==> src/rtl/disp_tx2.sv <==
`timescale 1ns/1ps
// disp_tx2: two-lane serial transmitter. Each lane buffers upstream words in
// a small FIFO; a shared framing FSM (IDLE -> TRAIN -> ACTIVE) serialises
// words MSB-first, one bit per clk8f, sending IDLE_SYM for training and
// whenever a lane has nothing to send.
//
// Ports:
//   clk8f                  bit clock, rising edge
//   reset                  synchronous, active-high
//   enable                 transmit enable
//   write0/1, data_in0/1   per-lane push strobe and data
//   out0/1                 per-lane serial bit (MSB first)
//   active                 high while the FSM is in ACTIVE
//   almost_full_f0/1       count >= MAIN_SIZE-1
//   full0/1, empty0/1      count == MAIN_SIZE / count == 0
//   fifo_error0/1          sticky overflow flags (only with DISP_TX_OVF_ERR_EN)
//
// Optional feature macro: DISP_TX_OVF_ERR_EN.
module disp_tx2 #(
  parameter int unsigned          DATA_SIZE   = 8,
  parameter int unsigned          MAIN_SIZE   = 4,
  parameter logic [DATA_SIZE-1:0] IDLE_SYM    = 8'hBC,
  parameter int unsigned          TRAIN_WORDS = 4
) (
  input  logic                 clk8f,
  input  logic                 reset,
  input  logic                 enable,
  input  logic                 write0,
  input  logic                 write1,
  input  logic [DATA_SIZE-1:0] data_in0,
  input  logic [DATA_SIZE-1:0] data_in1,
  output logic                 out0,
  output logic                 out1,
  output logic                 active,
  output logic                 almost_full_f0,
  output logic                 almost_full_f1,
  output logic                 full0,
  output logic                 full1,
  output logic                 empty0,
`ifdef DISP_TX_OVF_ERR_EN
  output logic                 fifo_error0,
  output logic                 fifo_error1,
`endif
  output logic                 empty1
);

  localparam int unsigned LANES = 2;
  localparam int unsigned BIT_W = $clog2(DATA_SIZE);
  localparam int unsigned PTR_W = (MAIN_SIZE > 1) ? $clog2(MAIN_SIZE) : 1;
  localparam int unsigned CNT_W = $clog2(MAIN_SIZE + 1);
  localparam int unsigned TRN_W = $clog2(TRAIN_WORDS + 1);

  localparam logic [BIT_W-1:0] LAST_BIT = BIT_W'(DATA_SIZE - 1);
  localparam logic [PTR_W-1:0] LAST_PTR = PTR_W'(MAIN_SIZE - 1);
  localparam logic [CNT_W-1:0] DEPTH    = CNT_W'(MAIN_SIZE);
  localparam logic [CNT_W-1:0] AF_LVL   = CNT_W'(MAIN_SIZE - 1);
  localparam logic [TRN_W-1:0] TRN_LAST = TRN_W'(TRAIN_WORDS - 1);

  typedef enum logic [1:0] {
    ST_IDLE   = 2'd0,
    ST_TRAIN  = 2'd1,
    ST_ACTIVE = 2'd2
  } state_e;

  state_e               state_q, state_d;
  logic [BIT_W-1:0]     bit_cnt_q, bit_cnt_d;
  logic [TRN_W-1:0]     trn_cnt_q, trn_cnt_d;
  logic                 active_q, active_d;

  logic [DATA_SIZE-1:0] sreg_q   [LANES];
  logic [DATA_SIZE-1:0] sreg_d   [LANES];
  logic [DATA_SIZE-1:0] mem_q    [LANES][MAIN_SIZE];
  logic [PTR_W-1:0]     wr_ptr_q [LANES];
  logic [PTR_W-1:0]     wr_ptr_d [LANES];
  logic [PTR_W-1:0]     rd_ptr_q [LANES];
  logic [PTR_W-1:0]     rd_ptr_d [LANES];
  logic [CNT_W-1:0]     cnt_q    [LANES];
  logic [CNT_W-1:0]     cnt_d    [LANES];

  logic [DATA_SIZE-1:0] data_w   [LANES];
  logic [LANES-1:0]     write_w;
  logic [LANES-1:0]     push_w;
  logic [LANES-1:0]     pop_w;
  logic                 boundary_w;
  logic                 send_w;

  assign write_w   = {write1, write0};
  assign data_w[0] = data_in0;
  assign data_w[1] = data_in1;

  // Word boundary: last bit of the current word is on the wire.
  assign boundary_w = (bit_cnt_q == LAST_BIT);
  // Data is only sent while staying in ACTIVE; leaving ACTIVE sends IDLE_SYM.
  assign send_w     = boundary_w && (state_q == ST_ACTIVE) && enable;

  function automatic logic [PTR_W-1:0] ptr_inc(input logic [PTR_W-1:0] p);
    return (p == LAST_PTR) ? '0 : p + PTR_W'(1);
  endfunction

  // Framing FSM: transitions only at word boundaries.
  always_comb begin
    state_d   = state_q;
    trn_cnt_d = trn_cnt_q;
    if (boundary_w) begin
      case (state_q)
        ST_IDLE: begin
          if (enable) begin
            state_d   = ST_TRAIN;
            trn_cnt_d = '0;
          end
        end
        ST_TRAIN: begin
          if (!enable) begin
            state_d = ST_IDLE;
          end else if (trn_cnt_q == TRN_LAST) begin
            state_d = ST_ACTIVE;
          end else begin
            trn_cnt_d = trn_cnt_q + TRN_W'(1);
          end
        end
        ST_ACTIVE: begin
          if (!enable) state_d = ST_IDLE;
        end
        default: state_d = ST_IDLE;
      endcase
    end
    active_d  = (state_d == ST_ACTIVE);
    bit_cnt_d = boundary_w ? '0 : bit_cnt_q + BIT_W'(1);
  end

  // Per-lane FIFO bookkeeping and serializer next state.
  always_comb begin
    for (int l = 0; l < LANES; l++) begin
      pop_w[l]    = send_w && (cnt_q[l] != '0);
      // A pop in the same cycle frees the slot, so a full FIFO still accepts.
      push_w[l]   = write_w[l] && ((cnt_q[l] != DEPTH) || pop_w[l]);
      wr_ptr_d[l] = wr_ptr_q[l];
      rd_ptr_d[l] = rd_ptr_q[l];
      cnt_d[l]    = cnt_q[l];
      sreg_d[l]   = {sreg_q[l][DATA_SIZE-2:0], 1'b0};
      if (push_w[l]) wr_ptr_d[l] = ptr_inc(wr_ptr_q[l]);
      if (pop_w[l])  rd_ptr_d[l] = ptr_inc(rd_ptr_q[l]);
      if (push_w[l] && !pop_w[l]) begin
        cnt_d[l] = cnt_q[l] + CNT_W'(1);
      end else if (!push_w[l] && pop_w[l]) begin
        cnt_d[l] = cnt_q[l] - CNT_W'(1);
      end
      if (boundary_w) begin
        sreg_d[l] = pop_w[l] ? mem_q[l][rd_ptr_q[l]] : IDLE_SYM;
      end
    end
  end

  // Control and serializer registers.
  always_ff @(posedge clk8f) begin
    if (reset) begin
      state_q   <= ST_IDLE;
      bit_cnt_q <= '0;
      trn_cnt_q <= '0;
      active_q  <= 1'b0;
      for (int l = 0; l < LANES; l++) begin
        sreg_q[l]   <= IDLE_SYM;
        wr_ptr_q[l] <= '0;
        rd_ptr_q[l] <= '0;
        cnt_q[l]    <= '0;
      end
    end else begin
      state_q   <= state_d;
      bit_cnt_q <= bit_cnt_d;
      trn_cnt_q <= trn_cnt_d;
      active_q  <= active_d;
      for (int l = 0; l < LANES; l++) begin
        sreg_q[l]   <= sreg_d[l];
        wr_ptr_q[l] <= wr_ptr_d[l];
        rd_ptr_q[l] <= rd_ptr_d[l];
        cnt_q[l]    <= cnt_d[l];
      end
    end
  end

  // FIFO storage; contents are don't-care until written.
  always_ff @(posedge clk8f) begin
    for (int l = 0; l < LANES; l++) begin
      if (push_w[l]) mem_q[l][wr_ptr_q[l]] <= data_w[l];
    end
  end

`ifdef DISP_TX_OVF_ERR_EN
  logic [LANES-1:0] err_q, err_d;

  // Sticky: a write that was not accepted means the FIFO was full.
  always_comb begin
    err_d = err_q | (write_w & ~push_w);
  end

  always_ff @(posedge clk8f) begin
    if (reset) err_q <= '0;
    else       err_q <= err_d;
  end

  assign fifo_error0 = err_q[0];
  assign fifo_error1 = err_q[1];
`endif

  assign out0           = sreg_q[0][DATA_SIZE-1];
  assign out1           = sreg_q[1][DATA_SIZE-1];
  assign active         = active_q;
  assign empty0         = (cnt_q[0] == '0);
  assign empty1         = (cnt_q[1] == '0);
  assign full0          = (cnt_q[0] == DEPTH);
  assign full1          = (cnt_q[1] == DEPTH);
  assign almost_full_f0 = (cnt_q[0] >= AF_LVL);
  assign almost_full_f1 = (cnt_q[1] >= AF_LVL);

endmodule

==> config.mk <==
export PLATFORM = sky130hd
export DESIGN_NAME = disp_tx2
export DESIGN_NICKNAME = d
export VERILOG_FILES = /design/src/rtl/disp_tx2.sv
export SDC_FILE = /design/constraint.sdc
export NUM_CORES = 1
export LEC_CHECK = 0
export ABC_AREA = 1
export CORE_MARGIN = 5
export CORE_UTILIZATION = 42
export CTS_BUF_LIST = sky130_fd_sc_hd__clkbuf_4
export DETAILED_ROUTE_END_ITERATION = 16
export SYNTH_ARGS = -nofsm -noshare
export SYNTH_HDL_FRONTEND = slang
export SYNTH_SLANG_ARGS = --single-unit
==> constraint.sdc <==
create_clock -name clk8f -period 2.6 [get_ports clk8f]
set_input_delay 0.52 -clock clk8f [delete_from_list [all_inputs] [get_ports clk8f]]
set_output_delay 0.52 -clock clk8f [all_outputs]
set_load 0.02 [all_outputs]
ff_map.png
Scale bar: 20 um.
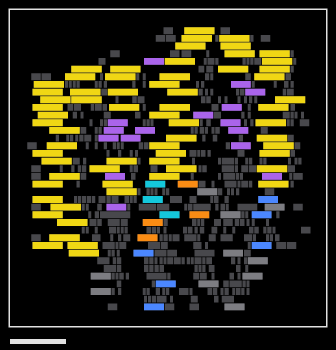
rd_ptr_q: shown in orange, sequential cells 4. bit_cnt_q: shown in cyan, sequential cells 3. cnt_q: shown in blue, sequential cells 6. sreg_q: shown in purple, sequential cells 16. mem_q: shown in yellow, sequential cells 64.
Another 10 sequential cells are not coloured.
Seq. pwr: 0.00187 W
Seq/total area: 53.6%

==> reports/results.ini <==
[global_routing]
grtUsageMet1_pct = 15.9
use_met2_pct = 23.8
grt_use_total_pct = 13.4
first_global_vias = 2861
busiest_layer = met2
grt_max_degree = 24

[final_layout]
mostFrequentLayoutCells = 79 x nand2_1, 68 x nor2_1, 64 x edfxtp_1
flops = 103
clockNetworkAreaShare_pct = 2.60
layout.filler_cells = 963
layout-drive-gt1-share_pct = 10.6
diodes = 0
nMultiInputCombCells = 266
n_clock_buffer = 10
final_cell_area_um2 = 5040
mi_logic_area_um2 = 1390

[die]
core_um2 = 10200
fp-utilization_pct = 42.8
dieArea_um2 = 12600
die_y_um = 112
dieWidth_um = 112
rows = 37
tap_cells = 136
pin_count = 30

[timing]
fin_hold_ws_ps = 434
hold_viol = 0
fin_crit_ps = 2420
fin_crit_sh_pct = 93.2
rsz0062_at_grt = false
setup-violations-final = 0
slew-limit-headroom_pct = 66.4
fmax_mhz = 413
drv_slew = 0
fin_skew_ps = 18.2
worst_slew_pin_slew_ps = 503

[route]
dr.first_iter.drc_count = 97
antenna_left = 0
route.met3.wl_um = 197
routed_via_density = 4.68
wl_met2_um = 3940
drc = 0
highest_layer = met4

[job]
maxCapViolCount = 0

[critical_path]
startpoint = cnt_q[0][3]
startpoint_type = flip-flop
timing.rr.start = bit_cnt_q[0]
worstSetupPathType = reg -> out
crit_arrival_ps = 1900
r2r-end = cnt_q[0][2]
critPathRequiredTime_ps = 2080
cp-end-kind = primary output
r2r_cells = 14
cp_max_fo = 5

[yosys]
syn_inst = 438
xor_share_pct = 0.200
synth-edff-count = 64
avgSynthCellArea_um2 = 9.99
ys_sh_mux_pct = 0
ys.flops = 103
synth-async-reset-ratio_pct = 0
synth_cell_type_count = 25
syn_nets = 477
area_leaders = edfxtp_1 44%, dfxtp_1 18%, nand2_1 6.8%, nor2_1 5.8%, inv_1 4.9%
logic_family = simple AND/OR/NAND/NOR gates
syn_area_um2 = 4380
most_common_cell = nand2_1
ys_area_um2 = 4380
yosysWarningCount = 0
synth.top_cells.by_count = 79 x nand2_1, 68 x nor2_1, 64 x edfxtp_1

[place]
pre_cts_slack_ps = 82.5
place_area_um2 = 4910
hpwl_um = 5570
port_buffers = 29
dp.cells = 611

[clock_tree]
cts_setup_buffers = 0
cts_made_buffers = 9
clock-sinks = 103
cts_resized = 0
cts_hold_buffers = 0
htreeDepth = 3
clock_latency_ps = 450

[status]
status = completed

[pwr]
total_power_w = 0.00307

[worst_hold_path]
whs_path_depth = 1
min_to = bit_cnt_q[0]

gates.png
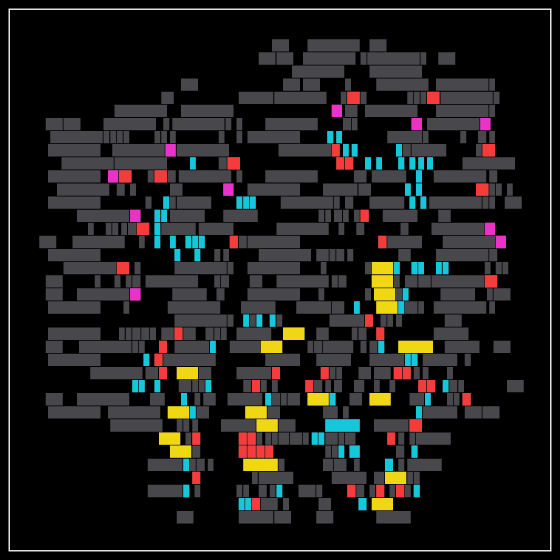
nor cells: shown in cyan, cells 72. fa/ha/maj cells: shown in yellow, cells 18. and/or cells: shown in magenta, cells 10. aoi and oai cells: shown in red, cells 45.
Cell Count, Final, Fillers Out: 626
Comb area share: 27.5%
Commonest Layout Cell: nand2_1

## logic make-up (layout without fill, tap and decap cells)
group | Yosys count | in the layout
flops | 103 | 103
simple gates | 202 | 202
xor+xnor | 1 | 1
fa+ha+maj | 18 | 18
compound gates | 45 | 45
buf+inv | 69 | 121
## worst max-delay path: stages (launching register included)
cell             delay (ps)
dfxtp_1                 350
inv_1                   130
nand3_1                 240
inv_1                   130
clkdlybuf4s50_1         630
## sequential cells by signal, indices dropped and copies added, names as in the netlist
register	cells
wr_ptr_q	4
active	1
rd_ptr_q	4
trn_cnt_q	3
mem_q	64
sreg_q	16
cnt_q	6
bit_cnt_q	3
state_q	2
## power breakdown
group          total, W  switching, W  internal [W]
combinational  0.000399      0.000231      0.000168
sequential      0.00187     0.0000321       0.00183
clock          0.000803      0.000501      0.000302
total           0.00307      0.000764       0.00230
Power is estimated from default activity; no workload was simulated.
